==> src/rtl/uart_tx_sched_pkg.sv <==
// Shared definitions for uart_tx_sched: FSM state encodings and default UART register map.
// Latency: n/a (types and constants only).
// Backpressure: n/a.
package uart_tx_sched_pkg;

    typedef enum logic [1:0] {
        ST_CFG   = 2'd0,
        ST_IDLE  = 2'd1,
        ST_POLL  = 2'd2,
        ST_WRITE = 2'd3
    } state_t;

    localparam logic [3:0]  DEF_DATA_ADDR = 4'd0;
    localparam logic [3:0]  DEF_BAUD_ADDR = 4'd1;
    localparam logic [3:0]  DEF_STAT_ADDR = 4'd2;
    localparam int          DEF_TXRDY_BIT = 1;
    localparam logic [31:0] DEF_BAUD_CFG  = 32'd3;

endpackage

==> src/rtl/uart_tx_sched_rr_pick.sv <==
// Round-robin picker: first set bit of req searching upward from ptr+1 (mod NREQ).
// Latency: purely combinational.
// Backpressure: none; the caller decides when to act on idx/any.
// Ports: req (request vector), ptr (last served index), idx (chosen index), any (some request set).
module rr_pick #(
    parameter int NREQ = 4
) (
    input  logic [NREQ-1:0] req,
    input  logic [2:0]      ptr,
    output logic [2:0]      idx,
    output logic            any
);

    // Walk from the farthest candidate (ptr itself) to the nearest (ptr+1) so the
    // nearest set bit is the last assignment and wins, without needing a break.
    always_comb begin
        idx = '0;
        any = 1'b0;
        for (int k = NREQ; k >= 1; k--) begin
            if (req[(int'(ptr) + k) % NREQ]) begin
                idx = 3'((int'(ptr) + k) % NREQ);
                any = 1'b1;
            end
        end
    end

endmodule

==> src/rtl/uart_tx_sched.sv <==
// Shares one UART transmitter among NREQ byte requesters: baud write after reset, then round-robin byte writes.
// Latency: request seen in IDLE at t -> status poll at t+1 -> data write and req_ready at t+2 (3 cycles/byte minimum).
// Backpressure: polls UART status every cycle until TXRDY is set; requesters hold valid/data until req_ready.
// Ports: clk/reset; req_valid/req_data/req_ready per requester; grant_id, cfg_done, busy status;
//        cs/wen/addr/din/dout UART register bus.
module uart_tx_sched
    import uart_tx_sched_pkg::*;
#(
    parameter int          NREQ      = 4,
    parameter logic [31:0] BAUD_CFG  = DEF_BAUD_CFG,
    parameter logic [3:0]  DATA_ADDR = DEF_DATA_ADDR,
    parameter logic [3:0]  BAUD_ADDR = DEF_BAUD_ADDR,
    parameter logic [3:0]  STAT_ADDR = DEF_STAT_ADDR,
    parameter int          TXRDY_BIT = DEF_TXRDY_BIT
) (
    input  logic              clk,
    input  logic              reset,
    input  logic [NREQ-1:0]   req_valid,
    input  logic [8*NREQ-1:0] req_data,
    output logic [NREQ-1:0]   req_ready,
    output logic [2:0]        grant_id,
    output logic              cfg_done,
    output logic              busy,
    output logic              cs,
    output logic              wen,
    output logic [3:0]        addr,
    output logic [31:0]       din,
    input  logic [31:0]       dout
);

    state_t     state_q, state_d;
    logic [2:0] grant_q, grant_d;
    logic [2:0] rr_q, rr_d;
    logic [7:0] byte_q, byte_d;
    logic       cfg_done_q, cfg_done_d;

    logic [2:0] pick_idx;
    logic       pick_any;

    // Only the TXRDY bit of the status word matters.
    logic unused_dout;
    assign unused_dout = ^dout;

    rr_pick #(.NREQ(NREQ)) u_rr_pick (
        .req (req_valid),
        .ptr (rr_q),
        .idx (pick_idx),
        .any (pick_any)
    );

    always_comb begin
        state_d    = state_q;
        grant_d    = grant_q;
        rr_d       = rr_q;
        byte_d     = byte_q;
        cfg_done_d = cfg_done_q;
        cs         = 1'b0;
        wen        = 1'b0;
        addr       = '0;
        din        = '0;
        req_ready  = '0;
        busy       = 1'b1;

        case (state_q)
            ST_CFG: begin
                cs         = 1'b1;
                wen        = 1'b1;
                addr       = BAUD_ADDR;
                din        = BAUD_CFG;
                cfg_done_d = 1'b1;
                state_d    = ST_IDLE;
            end
            ST_IDLE: begin
                busy = 1'b0;
                if (pick_any) begin
                    // Byte is captured here; later req_data changes are ignored.
                    grant_d = pick_idx;
                    byte_d  = req_data[8*pick_idx +: 8];
                    state_d = ST_POLL;
                end
            end
            ST_POLL: begin
                cs   = 1'b1;
                addr = STAT_ADDR;
                if (dout[TXRDY_BIT]) begin
                    state_d = ST_WRITE;
                end
            end
            ST_WRITE: begin
                cs                 = 1'b1;
                wen                = 1'b1;
                addr               = DATA_ADDR;
                din                = {24'b0, byte_q};
                req_ready[grant_q] = 1'b1;
                rr_d               = grant_q;
                state_d            = ST_IDLE;
            end
            default: begin
                state_d = ST_CFG;
            end
        endcase

        // Reset is synchronous, but the bus must already be quiet during the
        // reset cycles themselves, whatever state the flops still hold.
        if (reset) begin
            cs        = 1'b0;
            wen       = 1'b0;
            addr      = '0;
            din       = '0;
            req_ready = '0;
            busy      = 1'b1;
        end
    end

    assign grant_id = reset ? 3'd0 : grant_q;
    assign cfg_done = reset ? 1'b0 : cfg_done_q;

    always_ff @(posedge clk) begin
        if (reset) begin
            state_q    <= ST_CFG;
            grant_q    <= '0;
            rr_q       <= 3'(NREQ - 1);
            byte_q     <= '0;
            cfg_done_q <= 1'b0;
        end else begin
            state_q    <= state_d;
            grant_q    <= grant_d;
            rr_q       <= rr_d;
            byte_q     <= byte_d;
            cfg_done_q <= cfg_done_d;
        end
    end

endmodule

==> config.mk <==
export PLATFORM = sky130hd
export DESIGN_NAME = uart_tx_sched
export DESIGN_NICKNAME = d
export VERILOG_FILES = /design/src/rtl/uart_tx_sched_pkg.sv /design/src/rtl/uart_tx_sched_rr_pick.sv /design/src/rtl/uart_tx_sched.sv
export SDC_FILE = /design/constraint.sdc
export NUM_CORES = 1
export LEC_CHECK = 0
export CAP_MARGIN = 10
export CORE_MARGIN = 2
export CORE_UTILIZATION = 32
export DETAILED_ROUTE_END_ITERATION = 7
export PLACE_DENSITY_LB_ADDON = 0.25
export SLEW_MARGIN = 40
export SYNTH_ARGS = -nofsm -noshare
export SYNTH_HDL_FRONTEND = slang
export SYNTH_SLANG_ARGS = --single-unit
==> constraint.sdc <==
create_clock -name clk -period 2.58 [get_ports clk]
set_clock_uncertainty 0.15 [all_clocks]
set_input_delay 0.387 -clock clk [delete_from_list [all_inputs] [get_ports clk]]
set_output_delay 0.387 -clock clk [all_outputs]
set_load 0.02 [all_outputs]
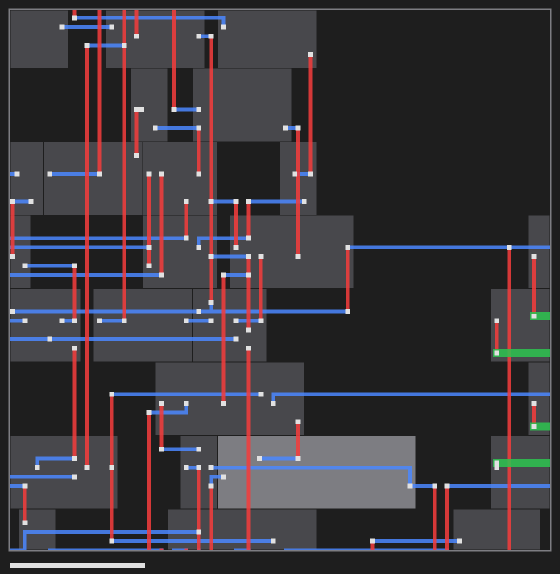
zoom.png
Bar = 5 microns. Window x 42 to 62, y 42 to 62 microns. Cells in grey, sequential cells in the stronger grey; small squares are vias.
red -> met2
blue -> met1
green -> met3
cells with their middle in the window = 23
netlist names of flops here include = byte_q (1)
sequential cells in the window = 1
most frequent = clkdlybuf4s50_1 (7), a211oi_1 (4)

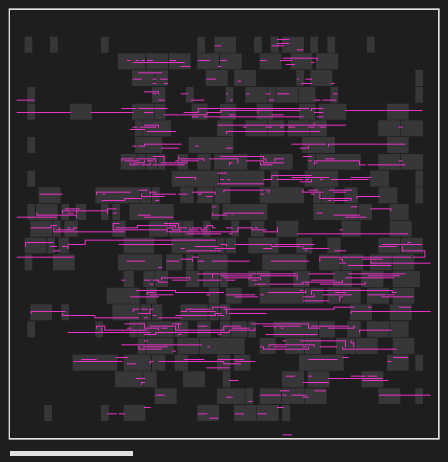
met1.png
Bar = 20 microns.
nets with wire on the layer = 213
main direction = horizontal
longest straight run = 21.2 microns
share of all routed wire = 43%

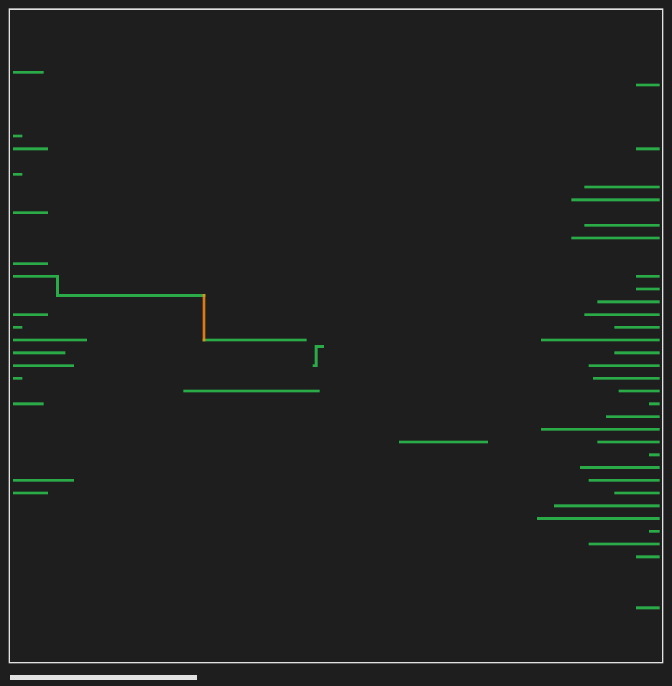
metal_stack.png
Bar = 20 microns. Two of the layers only.
orange -> met4  # wire length 4.80 microns
green -> met3  # wire length 289 microns

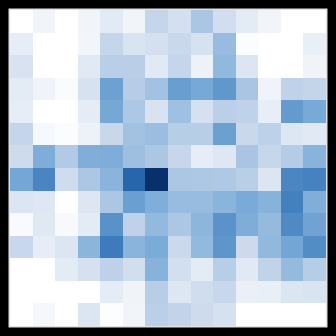
wire_density.png
14 x 14 tiles, from white (low) to dark blue (high), scaled to the fullest tile. Values are wire area over tile area, all layers added.
tiles over half the peak = 12%
fullest tile = 0.42
emptiest ninth of the die = top left
nearly empty tiles = 15%

## power groups by stage
stage / registers (uW) / clock network, uW / logic (uW)
CTS: 312 / 195 / 514
floorplan: 303 / 0 / 367
global placement: 315 / 0 / 507
finish: 311 / 186 / 506
detailed placement: 317 / 0 / 513
global route: 319 / 206 / 558
## sequential cells by signal, summed over array words and instances, names as in the netlist
register    cells
cfg_done_q      1
byte_q          8
grant_q         2
rr_q            2
state_q         2
## cell families (layout without fill, tap and decap cells)
logic type	after synthesis	in the layout	share of synthesized area [%]
and+or+nand+nor	54	54	21.2
AOI/OAI and AO/OA	32	32	20.4
DFF	15	15	21.8
adders and majority gates	6	6	5.46
other	1	27	0.273
buffers and inverters	44	81	21.4
muxes	13	13	9.46
## routing by layer
metal	part of all wire (%)	vias to the layer above
li1	-	654
met1	43	560
met2	48	53
met3	9.3	2
met4	0.13	0
met5	0	-
## area by class of cell
class / instances / area [sq um]
multi-input combinational: 132 / 881
sequential: 15 / 300
inverter: 10 / 37.5
clock buffer: 3 / 41.3
tap: 50 / 62.6
clock inverter: 1 / 5.00
timing repair buffer: 67 / 661
fill: 424 / 2070
## cell usage after synthesis (2+ instances only)
master     count  area (sq um)
buf_4         28           210
dfxtp_1       15           300
nor2_1        14          52.6
mux2i_1       13           130
inv_1          9          33.8
a211oi_1       7          52.6
a21oi_1        7          35.0
nor2b_1        7          43.8
and3_1         6          37.5
ha_1           6          75.1
nand2_1        6          22.5
nand2b_1       6          37.5
nor3_1         6          30.0
a2111oi_2      4          60.1
nand3b_1       4          30.0
o221ai_1       4          35.0
clkbuf_1       3          11.3
a211oi_2       2          25.0
and2_1         2          12.5
o21ai_1        2          10.0
## worst max-delay path: cells and delay by family
kind          cells  cell delay [ns]
simple gates      2             0.29
buf+inv           3             1.24
## stage by stage
| stage | setup slack [ns] | total power, uW |
|---|---|---|
| 6_report | 0.118 | 1000 |
| 5_1_grt | 0.0114 | 1080 |
| 4_1_cts | 0.0346 | 1020 |
| 3_5_place_dp | 0.117 | 830 |
| 3_3_place_gp | 0.121 | 822 |
| 2_1_floorplan | 0.480 | 670 |
## timing repair
action | CTS | global route
gates resized | 7 | 3
cloned | 0 | 0
setup endpoints to repair | 7 | 3
## how the worst max path moves through the flow
stage / end / depth (start not counted)
after floorplan: din[2] / 4
after global placement: req_ready[3] / 5
after detailed placement: req_ready[3] / 5
after CTS: wen / 5
after global routing: req_ready[1] / 4
final: req_ready[3] / 5
==> reports/metrics.cfg <==
[clock_network]
cts_buffers=3
clock_sinks=15

[min_path]
min_to=byte_q[6]$_SDFFE_PP0P_

[synth]
synth_seq_share_pct=21.8
ys_types=34
yosys.stat.chipArea_sq_mm=0.00138
synth_flops=15
ys_warn_count=0
ys_cells=165

[setup_path]
reg2reg_from=rr_q[1]$_SDFFE_PP1N_
r2r_end=byte_q[4]$_SDFFE_PP0P_
critical_path.startpoint_type=input port

[routing]
wl_per_cell_microns=11.2

[outcome]
outcome=finished clean

[pwr]
p_int_uw=627
power_density_mw_per_mm2=505

[die]
fp-row-count=23
initial_core_util_pct=33.9

[finish]
stdcell_area_sq_mm=0.00199
syn_to_final_growth_pct=44.6

[timing]
setup_violations=0

Power figures rest on the tool's default switching activity, not on a simulated workload.
